$ cat config.mk
export PLATFORM = sky130hd
export DESIGN_NAME = servo_pwm_gen
export DESIGN_NICKNAME = d
export VERILOG_FILES = /design/src/rtl/servo_pwm_gen.sv
export SDC_FILE = /design/constraint.sdc
export NUM_CORES = 1
export LEC_CHECK = 0
export ABC_AREA = 1
export CORE_ASPECT_RATIO = 1.1
export CORE_MARGIN = 5
export CORE_UTILIZATION = 63
export DETAILED_ROUTE_END_ITERATION = 8
export PLACE_DENSITY = 0.83
export SETUP_SLACK_MARGIN = 0.1
export SKIP_CTS_REPAIR_TIMING = 1
export SKIP_LAST_GASP = 1
export SLEW_MARGIN = 0
export SYNTH_ARGS = -nofsm -noshare
export SYNTH_HDL_FRONTEND = slang
export SYNTH_SLANG_ARGS = --single-unit
$ cat constraint.sdc
create_clock -name clk -period 17.4 [get_ports clk]
set_input_delay 5.22 -clock clk [delete_from_list [all_inputs] [get_ports clk]]
set_output_delay 5.22 -clock clk [all_outputs]
set_load 0.01 [all_outputs]
$ cat src/rtl/servo_pwm_gen.sv
`default_nettype none
// ============================================================================
// Module      : servo_pwm_gen
// Description : Dual-channel 50 Hz hobby-servo PWM generator. Requested X/Y
//               widths are clamped to the servo-safe range, slew-limited per
//               frame, and latched only at frame boundaries so that pulses
//               already on the pins are never truncated or stretched.
// Revision    : 1.0 - initial release
// ============================================================================
module servo_pwm_gen #(
  parameter int CLK_FREQ_HZ = 100_000_000,
  parameter int FRAME_US    = 20000,
  parameter int MIN_US      = 1000,
  parameter int MAX_US      = 2000,
  parameter int CENTER_US   = 1500,
  parameter int STEP_US     = 20
) (
  input  logic        clk,
  input  logic        rst,
  input  logic        enable,
  input  logic [10:0] x_pulse_us,
  input  logic [10:0] y_pulse_us,
  output logic        servo_x,
  output logic        servo_y,
  output logic        frame_start,
  output logic        settled
);

  localparam int              c_TICKS    = CLK_FREQ_HZ / 1_000_000;
  localparam int              c_PW       = (c_TICKS > 1) ? $clog2(c_TICKS) : 1;
  localparam logic [c_PW-1:0] c_PRE_LAST = c_PW'(c_TICKS - 1);
  localparam logic [14:0]     c_US_LAST  = 15'(FRAME_US - 1);
  localparam logic [10:0]     c_MIN      = 11'(MIN_US);
  localparam logic [10:0]     c_MAX      = 11'(MAX_US);
  localparam logic [10:0]     c_CENTER   = 11'(CENTER_US);
  localparam logic [11:0]     c_STEP     = 12'(STEP_US);

  // Limit a requested width to the legal servo range.
  function automatic logic [10:0] f_clamp(input logic [10:0] v);
    if (v < c_MIN)      f_clamp = c_MIN;
    else if (v > c_MAX) f_clamp = c_MAX;
    else                f_clamp = v;
  endfunction

  // Move the active width toward its target by at most one step. The math is
  // one bit wider than the widths so neither the add nor the subtract wraps.
  function automatic logic [10:0] f_slew(input logic [10:0] act, input logic [10:0] tgt);
    logic [11:0] a;
    logic [11:0] t;
    a = {1'b0, act};
    t = {1'b0, tgt};
    if (c_STEP == 12'd0)       f_slew = tgt;
    else if (t > a + c_STEP)   f_slew = 11'(a + c_STEP);
    else if (t + c_STEP < a)   f_slew = 11'(a - c_STEP);
    else                       f_slew = tgt;
  endfunction

  logic [c_PW-1:0] r_pre_cnt;
  logic [14:0]     r_us_cnt;
  logic [10:0]     r_w_x;
  logic [10:0]     r_w_y;
  logic            r_en;
  logic            r_servo_x;
  logic            r_servo_y;
  logic            r_frame_start;
  logic            r_settled;

  logic            w_us_tick;
  logic            w_boundary;
  logic [c_PW-1:0] w_pre_next;
  logic [14:0]     w_us_next;
  logic [10:0]     w_tgt_x;
  logic [10:0]     w_tgt_y;
  logic [10:0]     w_wx_next;
  logic [10:0]     w_wy_next;
  logic            w_en_next;

  // Counter advance and boundary-time sampling of the upstream request.
  always_comb begin
    w_us_tick  = (r_pre_cnt == c_PRE_LAST);
    w_boundary = w_us_tick && (r_us_cnt == c_US_LAST);
    w_pre_next = w_us_tick ? '0 : r_pre_cnt + c_PW'(1);
    if (w_boundary)     w_us_next = '0;
    else if (w_us_tick) w_us_next = r_us_cnt + 15'd1;
    else                w_us_next = r_us_cnt;
    w_tgt_x   = f_clamp(x_pulse_us);
    w_tgt_y   = f_clamp(y_pulse_us);
    w_wx_next = w_boundary ? f_slew(r_w_x, w_tgt_x) : r_w_x;
    w_wy_next = w_boundary ? f_slew(r_w_y, w_tgt_y) : r_w_y;
    w_en_next = w_boundary ? enable : r_en;
  end

  // State and pin registers; pins are decoded from next-state counters so the
  // rising edge lines up with the frame_start strobe.
  always_ff @(posedge clk) begin
    if (rst) begin
      r_pre_cnt     <= '0;
      r_us_cnt      <= '0;
      r_w_x         <= c_CENTER;
      r_w_y         <= c_CENTER;
      r_en          <= 1'b0;
      r_servo_x     <= 1'b0;
      r_servo_y     <= 1'b0;
      r_frame_start <= 1'b0;
      r_settled     <= 1'b0;
    end else begin
      r_pre_cnt     <= w_pre_next;
      r_us_cnt      <= w_us_next;
      r_w_x         <= w_wx_next;
      r_w_y         <= w_wy_next;
      r_en          <= w_en_next;
      r_servo_x     <= w_en_next && (w_us_next < {4'b0000, w_wx_next});
      r_servo_y     <= w_en_next && (w_us_next < {4'b0000, w_wy_next});
      r_frame_start <= w_boundary;
      if (w_boundary) begin
        r_settled <= (w_wx_next == w_tgt_x) && (w_wy_next == w_tgt_y);
      end
    end
  end

  assign servo_x     = r_servo_x;
  assign servo_y     = r_servo_y;
  assign frame_start = r_frame_start;
  assign settled     = r_settled;

endmodule
`default_nettype wire

Figure 1. Signal wires on met3 (run 1).
The bar under the picture is 20 µm long.
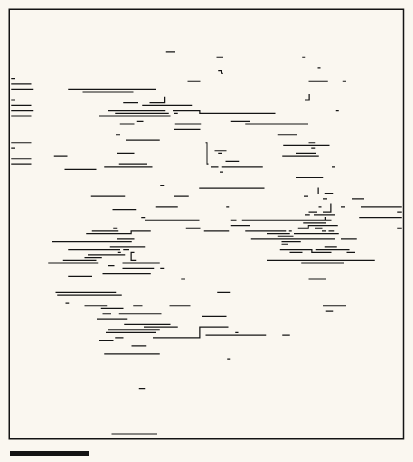
nets with wire on the layer	114
wire length on this layer	969 µm
share of all routed wire	6.1%
main direction	horizontal
met3 usage: 2.687%
final WL: 15830 µm
total number of vias: 6014

Figure 2. Register map, names as in the netlist (run 1).
The bar under the picture is 20 µm long. Other sequential cells in the stronger grey, the rest of the logic in the fainter grey.
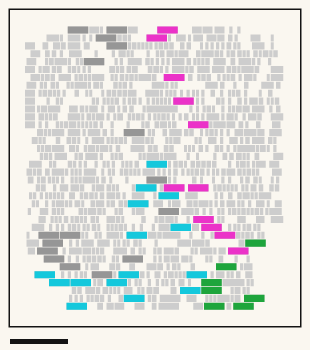
signal	colour	sequential cells
r_pre_cnt	green	7
r_us_cnt	cyan	15
r_w_x	magenta	11
Util after Layout: 68.82%
Seq power: 113 µW

Figure 3. Cell density map (run 1).
The die is cut into 10 by 11 equal tiles; white is low, dark blue is high, 0 to 100% covered.
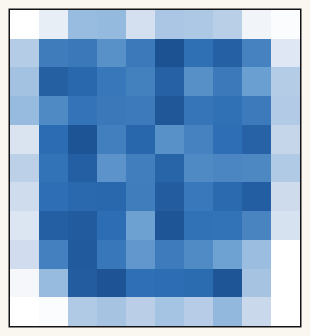
emptiest ninth of the die	lower right
nearly empty tiles	6.4%
tiles over 75% full	26%
fullest tile	87%
CORE AREA: 8783 µm²
Initial Util: 63.80%

Figure 4. Cell outlines without signal wires (run 1).
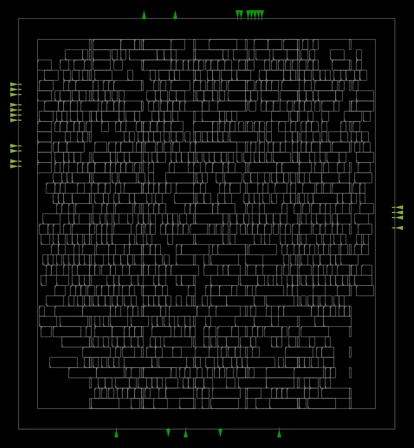
# Taps: 114
Seq cells: 49
row count: 36
fraction of area in registers: 16.23%
FILL cells: 837

==> qor.yml, run 1 <==
crit_slowest_cell: "clkdlybuf4s50_1"
critPathMaxFanout: 14
switching_power_uw: 78.79
logic_family: "simple AND/OR/NAND/NOR gates"
status: "finished, final reports clean"
largest_reg_flops: 15
drtPass1Iterations: 5
pwr-share-seq_pct: 44.2
leakage_uw: 0.003186
met2RoutedLength_um: 7370
criticalPathCategory: "primary input to flop"
fin_ws_ns: 6.899
powerClk_uw: 83.0
placed_area_um2: 5937
p_total_uw: 255.5
max_freq_mhz: 95.23
slew_headroom_pct: 29.09
syn2layout_area_growth_pct: 7.859
inverters: 120
cp_data_required_time_ns: 17.64
fin_area_um2: 6045
clock-root-buffer: "clkbuf_8"
clk_pin_slew_worst_paths_ns: 0.09
cp.depth: 28
p_comb_share_pct: 23.3
final_layout_size_suffix_gt1_share_pct: 3.267
yosys_area_um2: 5604
place_inst: 1056
cp-end-kind: "flop"
yosysCellCount: 931
startpoint_type: "primary input"
die_w_um: 99.93
dr_wl_met3_um: 969
finalCritPeriodShare_pct: 60.35
final_common_cell: "nand2_1"
hold_violations: 0
ys_sh_aoi_pct: 7.747
fin_nets: 1037
p_clk_share_pct: 32.5
route.detailed.drc: 0
final_cells: 1063
ff2ff_path_depth: 20
syn-num-nets: 1019
gp_congestion: 1.049
grt_pass1_wl_um: 26280
nClkBuffers: 5
syn_area_um2: 5604
rsz0062_at_grt: "false"
top_area_share_pct: 18.55
top_area_cell: "nand2_1"
htree_num_levels: 2
grtUsageMet1_pct: 36.43
hold_depth: 1
finalCriticalPeriod_ns: 10.50
comb-cell-share_pct: 67.50
crit_end: "servo_x$_SDFF_PP0_"
gr-total-overflow: 0
cp_num_buf_inv: 4
arrival_ns: 10.74
buffers: 28
yosysMostFrequentCell: "nand2_1"
antenna_left: 0
r2r_end: "servo_y$_SDFF_PP0_"
comb_power_uw: 59.6
clock_area_share_pct: 1.780
die_area_um2: 10880
grt_use_total_pct: 30.07
pre_cts_slack_ns: 6.736
worst_pin_slew_ns: 1.060
power_density_nw_per_um2: 42.28
simple_gate_area_share_pct: 45.50
die_y_um: 108.9
ys.flops: 49
grt_pass1_vias: 5544
ys_seq_share_pct: 17.50
grt_start_max_net_pins: 27
clk_path_buf_depth: 2
use_met2_pct: 51.33
tns_ns: 0
via_per_inst: 5.658
grt-busiest-layer: "met2"
cts_buffers: 5
drt_iter0_markers: 427
cts.sinks: 49
ff_type: "dfxtp_1"
cpMostUsedCell: "nand2_1"
skew_ns: 0.007314
holdWs_ns: 0.4518
synthTopCellsByArea: "nand2_1 19%, dfxtp_1 18%, ha_1 14%"
synthCells: 931
slew_viol_final: 0
wl_per_cell_um: 14.89
top_power_group: "sequential cells"
top_layer: "met4"
xor_area_share_pct: 5.314
reg2reg_from: "r_w_y[2]$_SDFF_PP1_"
crit_family: "simple AND/OR/NAND/NOR gates"
edf_count: 0
fa_ha_area_share_pct: 14.07
async_reset_ff_share_pct: 0
largest_register: "r_us_cnt"
avgSynthCellArea_um2: 6.019
slowest_delay_ns: 0.50
holdCritStartpoint: "r_pre_cnt[0]$_SDFF_PP0_"
maxCapViolCount: 0
p_int_uw: 176.7
cts_tree: "done"
crit_start: "x_pulse_us[10]"
ys_types: 43
logic_area_um2: 4080
peakVddDrop_uv: 28.90
warnings: 30
r2r_slack_ns: 13.14
largest_class: "multi-input combinational cells"
num-multi-input-gates: 745
ys_sh_mux_pct: 0.1786
clk_latency_ns: 0.31
n_antenna_cell: 0
reg_top3: "r_us_cnt x15, r_w_x x11, r_w_y x11"
hold_end: "r_pre_cnt[0]$_SDFF_PP0_"
ios: 29
wl_met1_um: 6624
hpwl_um: 12630
synthTopCellsByCount: "277 x nand2_1, 114 x inv_1, 114 x nand3_1"
setup_viol: 0
ff_latch_area_um2: 980.9
portBuffers: 28
antenna_found_initial: 0
yosysWarnings: 0
swShare_pct: 30.83
buf_share_pct: 4.637
hp-class: "flop to flop"
layout.cells.most_common_list: "277 x nand2_1, 114 x inv_1, 114 x nand3_1"
Figure 5. Cell classes on the final placement (run 1).
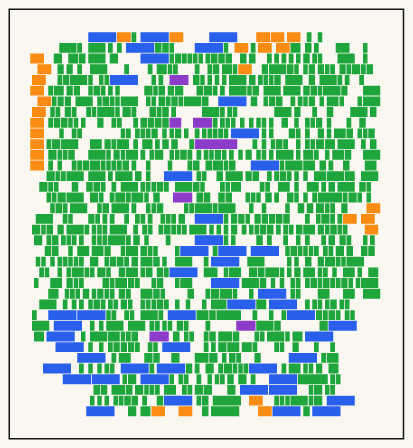

--- run 2 (diff from run 1) ---
CORE_UTILIZATION = 62   (was 63)
PLACE_DENSITY = 0.82   (was 0.83)
clock period = 10.79 ns   (was 17.4 ns; I/O delays follow)
Figure 6. Cell classes on the final placement (run 2).
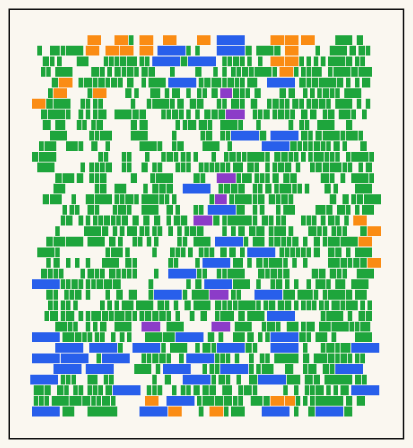
class	colour	cells	share of their area
flops	blue	49	17%
clock drivers and dummy loads	purple	8	1.7%
all other logic	green	865	77%
other buffers and delay cells	orange	29	4.9%
post-route design area: 6045 µm²
CORE AREA: 8828 µm²

==> qor.yml, run 2 <==
antenna_found_initial: 0  # unchanged
peakVddDrop_uv: 64.15  # was 28.90 µV
skew_ns: 0.01658  # was 0.007314 ns
utilization_pct: 68.47  # was 68.82%
powerClk_uw: 122  # was 83.0 µW
layout.cells.most_common_list: "277 x nand2_1, 114 x inv_1, 114 x nand3_1"  # unchanged
taps: 114  # unchanged
synthCells: 931  # unchanged
cp-end-kind: "flop"  # unchanged
holdWs_ns: 0.4538  # was 0.4518 ns
p_seq_uw: 182  # was 113 µW
antenna_left: 0  # unchanged
vias: 6229  # was 6014
tns_ns: 0  # unchanged
r2r_slack_ns: 6.63  # was 13.14 ns
final_cells: 1065  # was 1063
largest_register: "r_us_cnt"  # unchanged
max_freq_mhz: 115.2
ys_sh_mux_pct: 0.1786  # unchanged
final_layout_size_suffix_gt1_share_pct: 3.470  # was 3.267%
clock_area_share_pct: 1.656  # was 1.780%
fp_util_pct: 63.48  # was 63.80%
die_area_um2: 11040  # was 10880 µm²
grt-busiest-layer: "met2"  # unchanged
htree_num_levels: 2  # unchanged
crit_end: "servo_y$_SDFF_PP0_"  # was servo_x$_SDFF_PP0_
drt_iter0_markers: 453  # was 427
crit_slowest_cell: "nand3_1"  # was clkdlybuf4s50_1
top_area_share_pct: 18.55  # unchanged
pwr-share-seq_pct: 45.3  # was 44.2%
place_inst: 1057  # was 1056
p_total_uw: 402.5  # was 255.5 µW
design.seq.count: 49  # unchanged
ys_sh_aoi_pct: 7.747  # unchanged
gr-total-overflow: 0  # unchanged
top_layer: "met4"  # unchanged
cp.depth: 27  # was 28
async_reset_ff_share_pct: 0  # unchanged
ff2ff_path_depth: 21  # was 20
p_comb_share_pct: 24.5  # was 23.3%
crit_family: "simple AND/OR/NAND/NOR gates"  # unchanged
ys_types: 43  # unchanged
yosysWarnings: 0  # unchanged
cpMostUsedCell: "nand2_1"  # unchanged
buffers: 29  # was 28
hold_end: "r_pre_cnt[0]$_SDFF_PP0_"  # unchanged
avgSynthCellArea_um2: 6.019  # unchanged
top_power_group: "sequential cells"  # unchanged
gr-usage-met3_pct: 3.109  # was 2.687%
syn2layout_area_growth_pct: 7.859  # unchanged
cts.sinks: 49  # unchanged
n_fill_cell: 835  # was 837
met2RoutedLength_um: 8113  # was 7370 µm
logic_family: "simple AND/OR/NAND/NOR gates"  # unchanged
cts_buffers: 5  # unchanged
wl_met1_um: 6657  # was 6624 µm
ys.flops: 49  # unchanged
largest_class: "multi-input combinational cells"  # unchanged
num-multi-input-gates: 745  # unchanged
route.detailed.drc: 0  # unchanged
edf_count: 0  # unchanged
final_common_cell: "nand2_1"  # unchanged
yosysCellCount: 931  # unchanged
drtPass1Iterations: 8  # was 5
fa_ha_area_share_pct: 14.07  # unchanged
setup_viol: 0  # unchanged
maxCapViolCount: 0  # unchanged
yosysMostFrequentCell: "nand2_1"  # unchanged
rsz0062_at_grt: "false"  # unchanged
p_clk_share_pct: 30.2  # was 32.5%
grt_pass1_vias: 6100  # was 5544
clock-root-buffer: "clkbuf_8"  # unchanged
grt_start_max_net_pins: 27  # unchanged
criticalPathCategory: "primary input to flop"  # unchanged
syn-num-nets: 1019  # unchanged
crit_start: "y_pulse_us[10]"  # was x_pulse_us[10]
xor_area_share_pct: 5.314  # unchanged
nClkBuffers: 6  # was 5
clk_pin_slew_worst_paths_ns: 0.10  # was 0.09 ns
startpoint_type: "primary input"  # unchanged
clk_path_buf_depth: 2  # unchanged
hold_violations: 0  # unchanged
portBuffers: 28  # unchanged
pre_cts_slack_ns: 1.860  # was 6.736 ns
grt_pass1_wl_um: 28150  # was 26280 µm
cp_num_buf_inv: 5  # was 4
finalCritPeriodShare_pct: 80.46
n_antenna_cell: 0  # unchanged
ff_type: "dfxtp_1"  # unchanged
slew_headroom_pct: 47.01  # was 29.09%
worst_pin_slew_ns: 0.7926  # was 1.060 ns
comb-cell-share_pct: 67.50  # unchanged
synthTopCellsByArea: "nand2_1 19%, dfxtp_1 18%, ha_1 14%"  # unchanged
reg2reg_from: "r_w_y[2]$_SDFF_PP1_"  # unchanged
hp-class: "flop to flop"  # unchanged
simple_gate_area_share_pct: 45.50  # unchanged
clk_latency_ns: 0.32  # was 0.31 ns
ff_latch_area_um2: 980.9  # unchanged
ios: 29  # unchanged
finalCriticalPeriod_ns: 8.681
status: "finished, final reports clean"  # unchanged
fin_nets: 1038  # was 1037
via_per_inst: 5.849  # was 5.658
gp_congestion: 0.9904  # was 1.049
cp_data_required_time_ns: 11.04  # was 17.64 ns
r2r_end: "servo_y$_SDFF_PP0_"  # unchanged
ys_seq_share_pct: 17.50  # unchanged
inverters: 120  # unchanged
swShare_pct: 32.87  # was 30.83%
wl_um: 16890  # was 15830 µm
die_w_um: 100.7  # was 99.93 µm
critPathMaxFanout: 20  # was 14
grtUsageMet1_pct: 36.88  # was 36.43%
arrival_ns: 8.93  # was 10.74 ns
holdCritStartpoint: "r_pre_cnt[0]$_SDFF_PP0_"  # unchanged
Power figures rest on the tool's default switching activity, not on a simulated workload.
